layers.png
The bar under the picture is 20 um long. Two of the layers only.
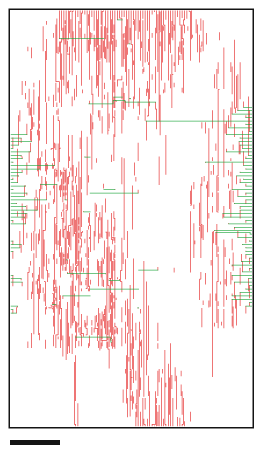
clock_wires.png
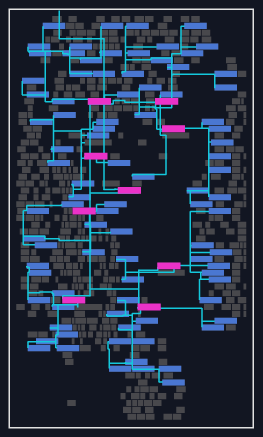
## config.mk

```make
export PLATFORM = sky130hd
export DESIGN_NAME = kd_tree_scheduler_flat
export DESIGN_NICKNAME = d
export VERILOG_FILES = /design/src/rtl/kd_tree_scheduler_if.sv /design/src/rtl/kd_tree_scheduler.sv /design/src/flat_wrapper.sv
export SDC_FILE = /design/constraint.sdc
export NUM_CORES = 1
export LEC_CHECK = 0
export CORE_ASPECT_RATIO = 1.75
export CORE_MARGIN = 2
export CORE_UTILIZATION = 30
export DETAILED_ROUTE_END_ITERATION = 8
export PLACE_DENSITY = 0.71
export SLEW_MARGIN = 20
export SYNTH_ARGS = -nofsm -noshare
export SYNTH_HDL_FRONTEND = slang
export SYNTH_SLANG_ARGS = --single-unit
```

## constraint.sdc

```tcl
create_clock -name clk -period 5 [get_ports clk]
set_clock_uncertainty 0.2 [all_clocks]
set_input_delay 1 -clock clk [delete_from_list [all_inputs] [get_ports clk]]
set_output_delay 1 -clock clk [all_outputs]
set_load 0.02 [all_outputs]
```

## src/rtl/kd_tree_scheduler_if.sv

```systemverilog
// -----------------------------------------------------------------------------
// kd_tree_scheduler_if
//
// Purpose: bundles the scheduler's two external links into one interface:
//   * the point-memory read port (address, read strobe, read data), and
//   * the command/data link to the root node's top port.
//
// Signals:
//   pt_addr        CNT_W         point memory address           (scheduler -> memory)
//   pt_rd_en       1             point memory read strobe       (scheduler -> memory)
//   pt_rd_data     DIM*DIM_SIZE  point data, 1 cycle after strobe (memory -> scheduler)
//   cmd_to_root    CMD_W         command to root top port       (scheduler -> root)
//   data_to_root   DATA_W        data to root top port          (scheduler -> root)
//   cmd_from_root  CMD_W         root response command          (root -> scheduler)
//   data_from_root DATA_W        root response data             (root -> scheduler)
//
// Modports:
//   master : the scheduler side
//   slave  : the memory/root side
// -----------------------------------------------------------------------------
interface kd_tree_scheduler_if #(
  parameter int unsigned DIM      = 3,
  parameter int unsigned DIM_SIZE = 8,
  parameter int unsigned CMD_W    = 6,
  parameter int unsigned DATA_W   = 48,
  parameter int unsigned CNT_W    = 12
);

  logic [CNT_W-1:0]        pt_addr;
  logic                    pt_rd_en;
  logic [DIM*DIM_SIZE-1:0] pt_rd_data;

  logic [CMD_W-1:0]        cmd_to_root;
  logic [DATA_W-1:0]       data_to_root;
  logic [CMD_W-1:0]        cmd_from_root;
  logic [DATA_W-1:0]       data_from_root;

  modport master (
    output pt_addr,
    output pt_rd_en,
    input  pt_rd_data,
    output cmd_to_root,
    output data_to_root,
    input  cmd_from_root,
    input  data_from_root
  );

  modport slave (
    input  pt_addr,
    input  pt_rd_en,
    output pt_rd_data,
    input  cmd_to_root,
    input  data_to_root,
    output cmd_from_root,
    output data_from_root
  );

endinterface

```

## src/rtl/kd_tree_scheduler.sv

```systemverilog
// -----------------------------------------------------------------------------
// kd_tree_scheduler
//
// Purpose: drives the kd-tree node array from its root. For every point of a
// job it reads the point from an external memory, issues one command to the
// root node's top port and waits for the root's answer before moving on.
//   BUILD (mode=0): one INSERT per point, each completed by an ACK.
//   QUERY (mode=1): one QUERY per point, each completed by a RESULT whose
//                   center is reported on res_center with a res_valid pulse.
//
// Ports:
//   clk, rst_n      clock (rising edge), asynchronous active-low reset
//   start           1-cycle pulse, accepted only while idle
//   mode            0=BUILD, 1=QUERY, sampled with start
//   num_points      points in the job, sampled with start
//   bus (master)    point-memory read port and root command/response link
//   busy            high whenever a job is in progress (not idle)
//   done            1-cycle pulse at job end
//   error           sticky watchdog flag, cleared by the next accepted start
//   res_valid       1-cycle pulse per QUERY result
//   res_index       point index of the result
//   res_center      center returned by the root (upper half of its data)
//
// Per point the sequence is READ -> FETCH -> ISSUE -> WAIT, so a point costs
// at least 4 cycles; the command goes out exactly one cycle after FETCH.
//
// Optional feature, macro KD_TREE_SCHED_TIMEOUT_EN: a watchdog bounds each
// WAIT to TIMEOUT cycles; on expiry error is set, the remaining points are
// skipped and the job still ends with a done pulse. Without the macro the
// scheduler waits for the root indefinitely and error is never raised.
// -----------------------------------------------------------------------------
module kd_tree_scheduler #(
  parameter int unsigned DIM      = 3,
  parameter int unsigned DIM_SIZE = 8,
  parameter int unsigned CMD_W    = 6,
  parameter int unsigned DATA_W   = 48,
  parameter int unsigned CNT_W    = 12
`ifdef KD_TREE_SCHED_TIMEOUT_EN
  ,
  parameter int unsigned TIMEOUT  = 1023
`endif
) (
  input  logic                    clk,
  input  logic                    rst_n,
  input  logic                    start,
  input  logic                    mode,
  input  logic [CNT_W-1:0]        num_points,
  kd_tree_scheduler_if.master     bus,
  output logic                    busy,
  output logic                    done,
  output logic                    error,
  output logic                    res_valid,
  output logic [CNT_W-1:0]        res_index,
  output logic [DIM*DIM_SIZE-1:0] res_center
);

  localparam int unsigned PT_W = DIM * DIM_SIZE;

  localparam logic [CMD_W-1:0] CMD_NOP    = CMD_W'(0);
  localparam logic [CMD_W-1:0] CMD_INSERT = CMD_W'(1);
  localparam logic [CMD_W-1:0] CMD_QUERY  = CMD_W'(2);
  localparam logic [CMD_W-1:0] CMD_ACK    = CMD_W'(3);
  localparam logic [CMD_W-1:0] CMD_RESULT = CMD_W'(4);

  typedef enum logic [2:0] {
    S_IDLE,
    S_READ,
    S_FETCH,
    S_ISSUE,
    S_WAIT,
    S_FINISH
  } state_e;

  typedef enum logic {
    JOB_BUILD = 1'b0,
    JOB_QUERY = 1'b1
  } job_e;

  state_e            state_q, state_d;
  job_e              job_q, job_d;
  logic [CNT_W-1:0]  num_q, num_d;
  logic [CNT_W-1:0]  idx_q, idx_d;
  logic [PT_W-1:0]   point_q, point_d;
  logic              error_q, error_d;
  logic              res_valid_q, res_valid_d;
  logic [CNT_W-1:0]  res_index_q, res_index_d;
  logic [PT_W-1:0]   res_center_q, res_center_d;

`ifdef KD_TREE_SCHED_TIMEOUT_EN
  localparam int unsigned WD_W = $clog2(TIMEOUT + 1);
  logic [WD_W-1:0]   wdog_q, wdog_d;
`endif

  // One extra bit so that idx+1 never wraps before it is compared with the
  // job length, even for the largest num_points.
  logic [CNT_W:0]    idx_inc;
  logic              resp_done;

  // Only the center half of the root's reply is consumed.
  logic              unused_resp_low;
  assign unused_resp_low = ^bus.data_from_root[DATA_W-PT_W-1:0];

  assign idx_inc   = {1'b0, idx_q} + (CNT_W+1)'(1);
  assign resp_done = (job_q == JOB_BUILD) ? (bus.cmd_from_root == CMD_ACK)
                                          : (bus.cmd_from_root == CMD_RESULT);

  // ---------------------------------------------------------------------------
  // Next-state and output logic
  // ---------------------------------------------------------------------------
  always_comb begin
    // NOTE: every signal written here gets a default first, so no branch can
    // leave one unassigned and infer a latch.
    state_d      = state_q;
    job_d        = job_q;
    num_d        = num_q;
    idx_d        = idx_q;
    point_d      = point_q;
    error_d      = error_q;
    res_valid_d  = 1'b0;
    res_index_d  = res_index_q;
    res_center_d = res_center_q;
`ifdef KD_TREE_SCHED_TIMEOUT_EN
    wdog_d       = wdog_q;
`endif

    busy              = (state_q != S_IDLE);
    done              = (state_q == S_FINISH);
    bus.pt_rd_en      = 1'b0;
    bus.pt_addr       = '0;
    bus.cmd_to_root   = CMD_NOP;
    bus.data_to_root  = '0;

    case (state_q)
      S_IDLE: begin
        if (start) begin
          job_d   = mode ? JOB_QUERY : JOB_BUILD;
          num_d   = num_points;
          idx_d   = '0;
          error_d = 1'b0;
          state_d = (num_points == '0) ? S_FINISH : S_READ;
        end
      end

      S_READ: begin
        bus.pt_rd_en = 1'b1;
        bus.pt_addr  = idx_q;
        state_d      = S_FETCH;
      end

      S_FETCH: begin
        // The memory answers exactly one cycle after the strobe.
        point_d = bus.pt_rd_data;
        state_d = S_ISSUE;
      end

      S_ISSUE: begin
        bus.cmd_to_root  = (job_q == JOB_BUILD) ? CMD_INSERT : CMD_QUERY;
        bus.data_to_root = {point_q, PT_W'(idx_q)};
`ifdef KD_TREE_SCHED_TIMEOUT_EN
        wdog_d           = '0;
`endif
        state_d          = S_WAIT;
      end

      S_WAIT: begin
        if (resp_done) begin
          if (job_q == JOB_QUERY) begin
            res_valid_d  = 1'b1;
            res_index_d  = idx_q;
            res_center_d = bus.data_from_root[DATA_W-1 -: PT_W];
          end
          idx_d   = idx_inc[CNT_W-1:0];
          state_d = (idx_inc < {1'b0, num_q}) ? S_READ : S_FINISH;
        end
`ifdef KD_TREE_SCHED_TIMEOUT_EN
        // A reply in the last allowed cycle still wins over the watchdog.
        else if (wdog_q == WD_W'(TIMEOUT - 1)) begin
          error_d = 1'b1;
          state_d = S_FINISH;
        end else begin
          wdog_d = wdog_q + WD_W'(1);
        end
`endif
      end

      S_FINISH: begin
        state_d = S_IDLE;
      end

      default: begin
        state_d = S_IDLE;
      end
    endcase
  end

  assign error      = error_q;
  assign res_valid  = res_valid_q;
  assign res_index  = res_index_q;
  assign res_center = res_center_q;

  // ---------------------------------------------------------------------------
  // State registers
  // ---------------------------------------------------------------------------
  // NOTE: clocked state uses non-blocking assignments only; all decisions
  // are made in the combinational process above.
  always_ff @(posedge clk or negedge rst_n) begin
    if (!rst_n) begin
      state_q      <= S_IDLE;
      job_q        <= JOB_BUILD;
      num_q        <= '0;
      idx_q        <= '0;
      point_q      <= '0;
      error_q      <= 1'b0;
      res_valid_q  <= 1'b0;
      res_index_q  <= '0;
      res_center_q <= '0;
`ifdef KD_TREE_SCHED_TIMEOUT_EN
      wdog_q       <= '0;
`endif
    end else begin
      state_q      <= state_d;
      job_q        <= job_d;
      num_q        <= num_d;
      idx_q        <= idx_d;
      point_q      <= point_d;
      error_q      <= error_d;
      res_valid_q  <= res_valid_d;
      res_index_q  <= res_index_d;
      res_center_q <= res_center_d;
`ifdef KD_TREE_SCHED_TIMEOUT_EN
      wdog_q       <= wdog_d;
`endif
    end
  end

endmodule

```

## src/flat_wrapper.sv

```systemverilog
// flat-port wrapper written by rule: the top's interface ports become plain ports
module kd_tree_scheduler_flat 
#(
  parameter int unsigned DIM      = 3,
  parameter int unsigned DIM_SIZE = 8,
  parameter int unsigned CMD_W    = 6,
  parameter int unsigned DATA_W   = 48,
  parameter int unsigned CNT_W    = 12

)
  (clk, rst_n, start, mode, num_points, busy, done, error, res_valid, res_index, res_center, bus_pt_addr, bus_pt_rd_en, bus_pt_rd_data, bus_cmd_to_root, bus_data_to_root, bus_cmd_from_root, bus_data_from_root);
  kd_tree_scheduler_if #(.DIM(DIM), .DIM_SIZE(DIM_SIZE), .CMD_W(CMD_W), .DATA_W(DATA_W), .CNT_W(CNT_W)) bus_i ();
  input  logic clk;
  input  logic rst_n;
  input  logic start;
  input  logic mode;
  input  logic [CNT_W-1:0] num_points;
  output logic busy;
  output logic done;
  output logic error;
  output logic res_valid;
  output logic [CNT_W-1:0] res_index;
  output logic [DIM*DIM_SIZE-1:0] res_center;
  output wire logic [$bits(bus_i.pt_addr)-1:0] bus_pt_addr;
  output wire logic [$bits(bus_i.pt_rd_en)-1:0] bus_pt_rd_en;
  input wire logic [$bits(bus_i.pt_rd_data)-1:0] bus_pt_rd_data;
  output wire logic [$bits(bus_i.cmd_to_root)-1:0] bus_cmd_to_root;
  output wire logic [$bits(bus_i.data_to_root)-1:0] bus_data_to_root;
  input wire logic [$bits(bus_i.cmd_from_root)-1:0] bus_cmd_from_root;
  input wire logic [$bits(bus_i.data_from_root)-1:0] bus_data_from_root;
  assign bus_pt_addr = bus_i.pt_addr;
  assign bus_pt_rd_en = bus_i.pt_rd_en;
  assign bus_i.pt_rd_data = bus_pt_rd_data;
  assign bus_cmd_to_root = bus_i.cmd_to_root;
  assign bus_data_to_root = bus_i.data_to_root;
  assign bus_i.cmd_from_root = bus_cmd_from_root;
  assign bus_i.data_from_root = bus_data_from_root;
  kd_tree_scheduler #(.DIM(DIM), .DIM_SIZE(DIM_SIZE), .CMD_W(CMD_W), .DATA_W(DATA_W), .CNT_W(CNT_W)) u_core (.clk(clk), .rst_n(rst_n), .start(start), .mode(mode), .num_points(num_points), .bus(bus_i), .busy(busy), .done(done), .error(error), .res_valid(res_valid), .res_index(res_index), .res_center(res_center));
endmodule
```

==> results.ini <==
[sta]
worst_pin_slew_ns=0.8880
fmax_mhz=273.9
finalSetupViolCount=0
holdWs_ns=0.2836
finalSetupTns_ns=0
finalMaxSlewViolations=0
fin_crit_sh=0.7301
min_period_ns=3.651
hold_viol_final=0
rsz0062_at_grt=false
slew_headroom=0.4054

[synthesis]
topCombFamilyByArea=multiplexers
adder_share=0.03361
synthDistinctLibCells=41
synth.cell_area_sq_mm=0.004467
xor_share=0.01765
ys.flops=89
edf_count=0
ys.flop_type=dfrtp_1
yosys_cells=382
async_flop_share=1.000
top_area_frac=0.4986
synth_cells=382
top_cell=dfrtp_1
syn_avg_cell_area_sq_um=11.69
ys_top_cells_by_count=89 x dfrtp_1, 50 x and2_1, 43 x mux2_2
muxShareOfSynthArea=0.1840
synth_warnings=0
aoi_share=0.04706
area_leaders=dfrtp_1 50%, mux2_2 11%, mux2_1 7.6%
simple_gate_area_frac=0.1527
yosys_area_sq_mm=0.004467

[detailed_routing]
drtPass1Iterations=4
m1WireLength_um=4273
drtIter0Drc=137
drcViolationCount=0
route.met2.wl_um=6021
drtAntennaViolNets=0
highest_layer=met4
via_per_inst=4.704
route.met3.wl_um=667

[clock_tree]
postCtsSetupRepairBufs=0
cts_tree=done
cts-buffers-inserted=9
cts_root_buf=clkbuf_16
cts_resized=0
h-tree-depth=3
ctsHoldBuffers=0
path_clk_slew_ns=0.06
cts.sinks=89
clk_path_buf_depth=2

[critical_path]
reg2reg_slack_ns=2.03
crit-reg2reg-launch=u_core.idx_q[1]
r2r_end=u_core.state_q[2]
cp_slowest_cell=nor3b_2
critPathLaunch=u_core.state_q[0]
cp_max_fo=14
crit_type=reg -> out
crit_arrival_ns=2.45
endpoint=bus_pt_addr[5]
slowest_delay_ns=0.78
worstSetupStartpointType=register
path_cells=nor3b_2 > and2_1 > clkdlybuf4s50_1
reg2reg_depth=10
required_ns=3.80
endpoint_kind=primary output

[final_layout]
layout_top_cells=158 x clkdlybuf4s50_1, 89 x dfrtp_1, 50 x and2_1
drive_gt1_frac=0.1204
antennaDiodeCount=0
area_delta_synth_final_pct=45.66
final_nets=641
logic_area_sq_mm=0.002018
num-fill-cells=1368
layout.cells.most_common=clkdlybuf4s50_1

[flow_run]
cap_violations=0
warning_count=50

[hold_path]
hold_class=reg -> reg
min-delay-start=u_core.res_center[11]
holdPathStages=1
min_to=u_core.res_center[11]

[run_status]
status=complete, no violations

[floorplan]
fp_util=0.3041
die-width_um=96.24
die-area_sq_mm=0.01592
die_y_um=165.4
rows=59
ios=201
core_sq_mm=0.01469

[power]
power.density_mw_per_mm2=410.8
static-leakage-power_nw=2.918

[global_routing]
first_global_vias=3401
overflow=0
grt_pass1_wl_um=17250
busiest_layer=met2
gr-usage-met1=0.1627
grt_max_degree=51
grt.met2_usage=0.2497

[placed_design]
place_congestion=0.7928
placement.io_buffers=159
dp_hpwl_um=8436

## Picture notes: layers.png
[green] M3 | wire length: 668 um
[red] M2 | wire length: 6020 um
total global-route track usage: 0.1414
final wirelength: 11190 um
vias: 3401

## Picture notes: clock_wires.png
[cyan] clock wires | length: 1210 um
[blue] flip-flops | count: 89
[magenta] clock-net drivers | count: 9
routed clock nets: 10
Clock power frac: 0.305
clk_lat worst skew: 0.34 ns

==> worst max-delay path: cells and delay by family (launching register included) <==
family / cells / cell delay (ns)
buffers and inverters: 1 / 0.60
AND/OR/NAND/NOR: 2 / 1.01
flip-flops: 1 / 0.49
==> stage by stage <==
| step | total power, mW | std cells | util | area (sq um) | setup slack, ns |
|---|---|---|---|---|---|
| 3_3_place_gp | 1.846 | 707 | 0.4184 | 6146 | 1.216 |
| 3_5_place_dp | 1.882 | 707 | 0.4184 | 6146 | 1.136 |
| 6_report | 2.673 | 723 | 0.4429 | 6506 | 1.349 |
| 4_1_cts | 2.714 | 723 | 0.4429 | 6506 | 1.234 |
| 2_1_floorplan | 1.534 | 398 | - | 4527 | 2.250 |
| 5_1_grt | 2.831 | 723 | 0.4429 | 6506 | 1.156 |
==> power by group <==
group	leakage (nW)	internal, mW	switching [mW]
clock	0.170	0.539	0.277
sequential	1.16	0.900	0.100
combinational	1.59	0.446	0.409
==> layout make-up <==
| class | count | area share |
|---|---|---|
| sequential | 89 | 0.3423 |
| multi-input combinational | 257 | 0.3102 |
| clock inverter | 5 | 0.01962 |
| clock buffer | 11 | 0.03577 |
| inverter | 16 | 0.009231 |
| timing repair buffer | 162 | 0.2477 |
| tap | 183 | 0.03519 |
==> sequential cells by signal, summed over array words and instances, names as in the netlist <==
name,cells
u_core.point_q,24
u_core.res_center,24
u_core.idx_q,12
u_core.num_q,12
u_core.res_index,12
u_core.state_q,3
u_core.job_q,1
u_core.res_valid,1
Power is estimated from default activity; no workload was simulated.
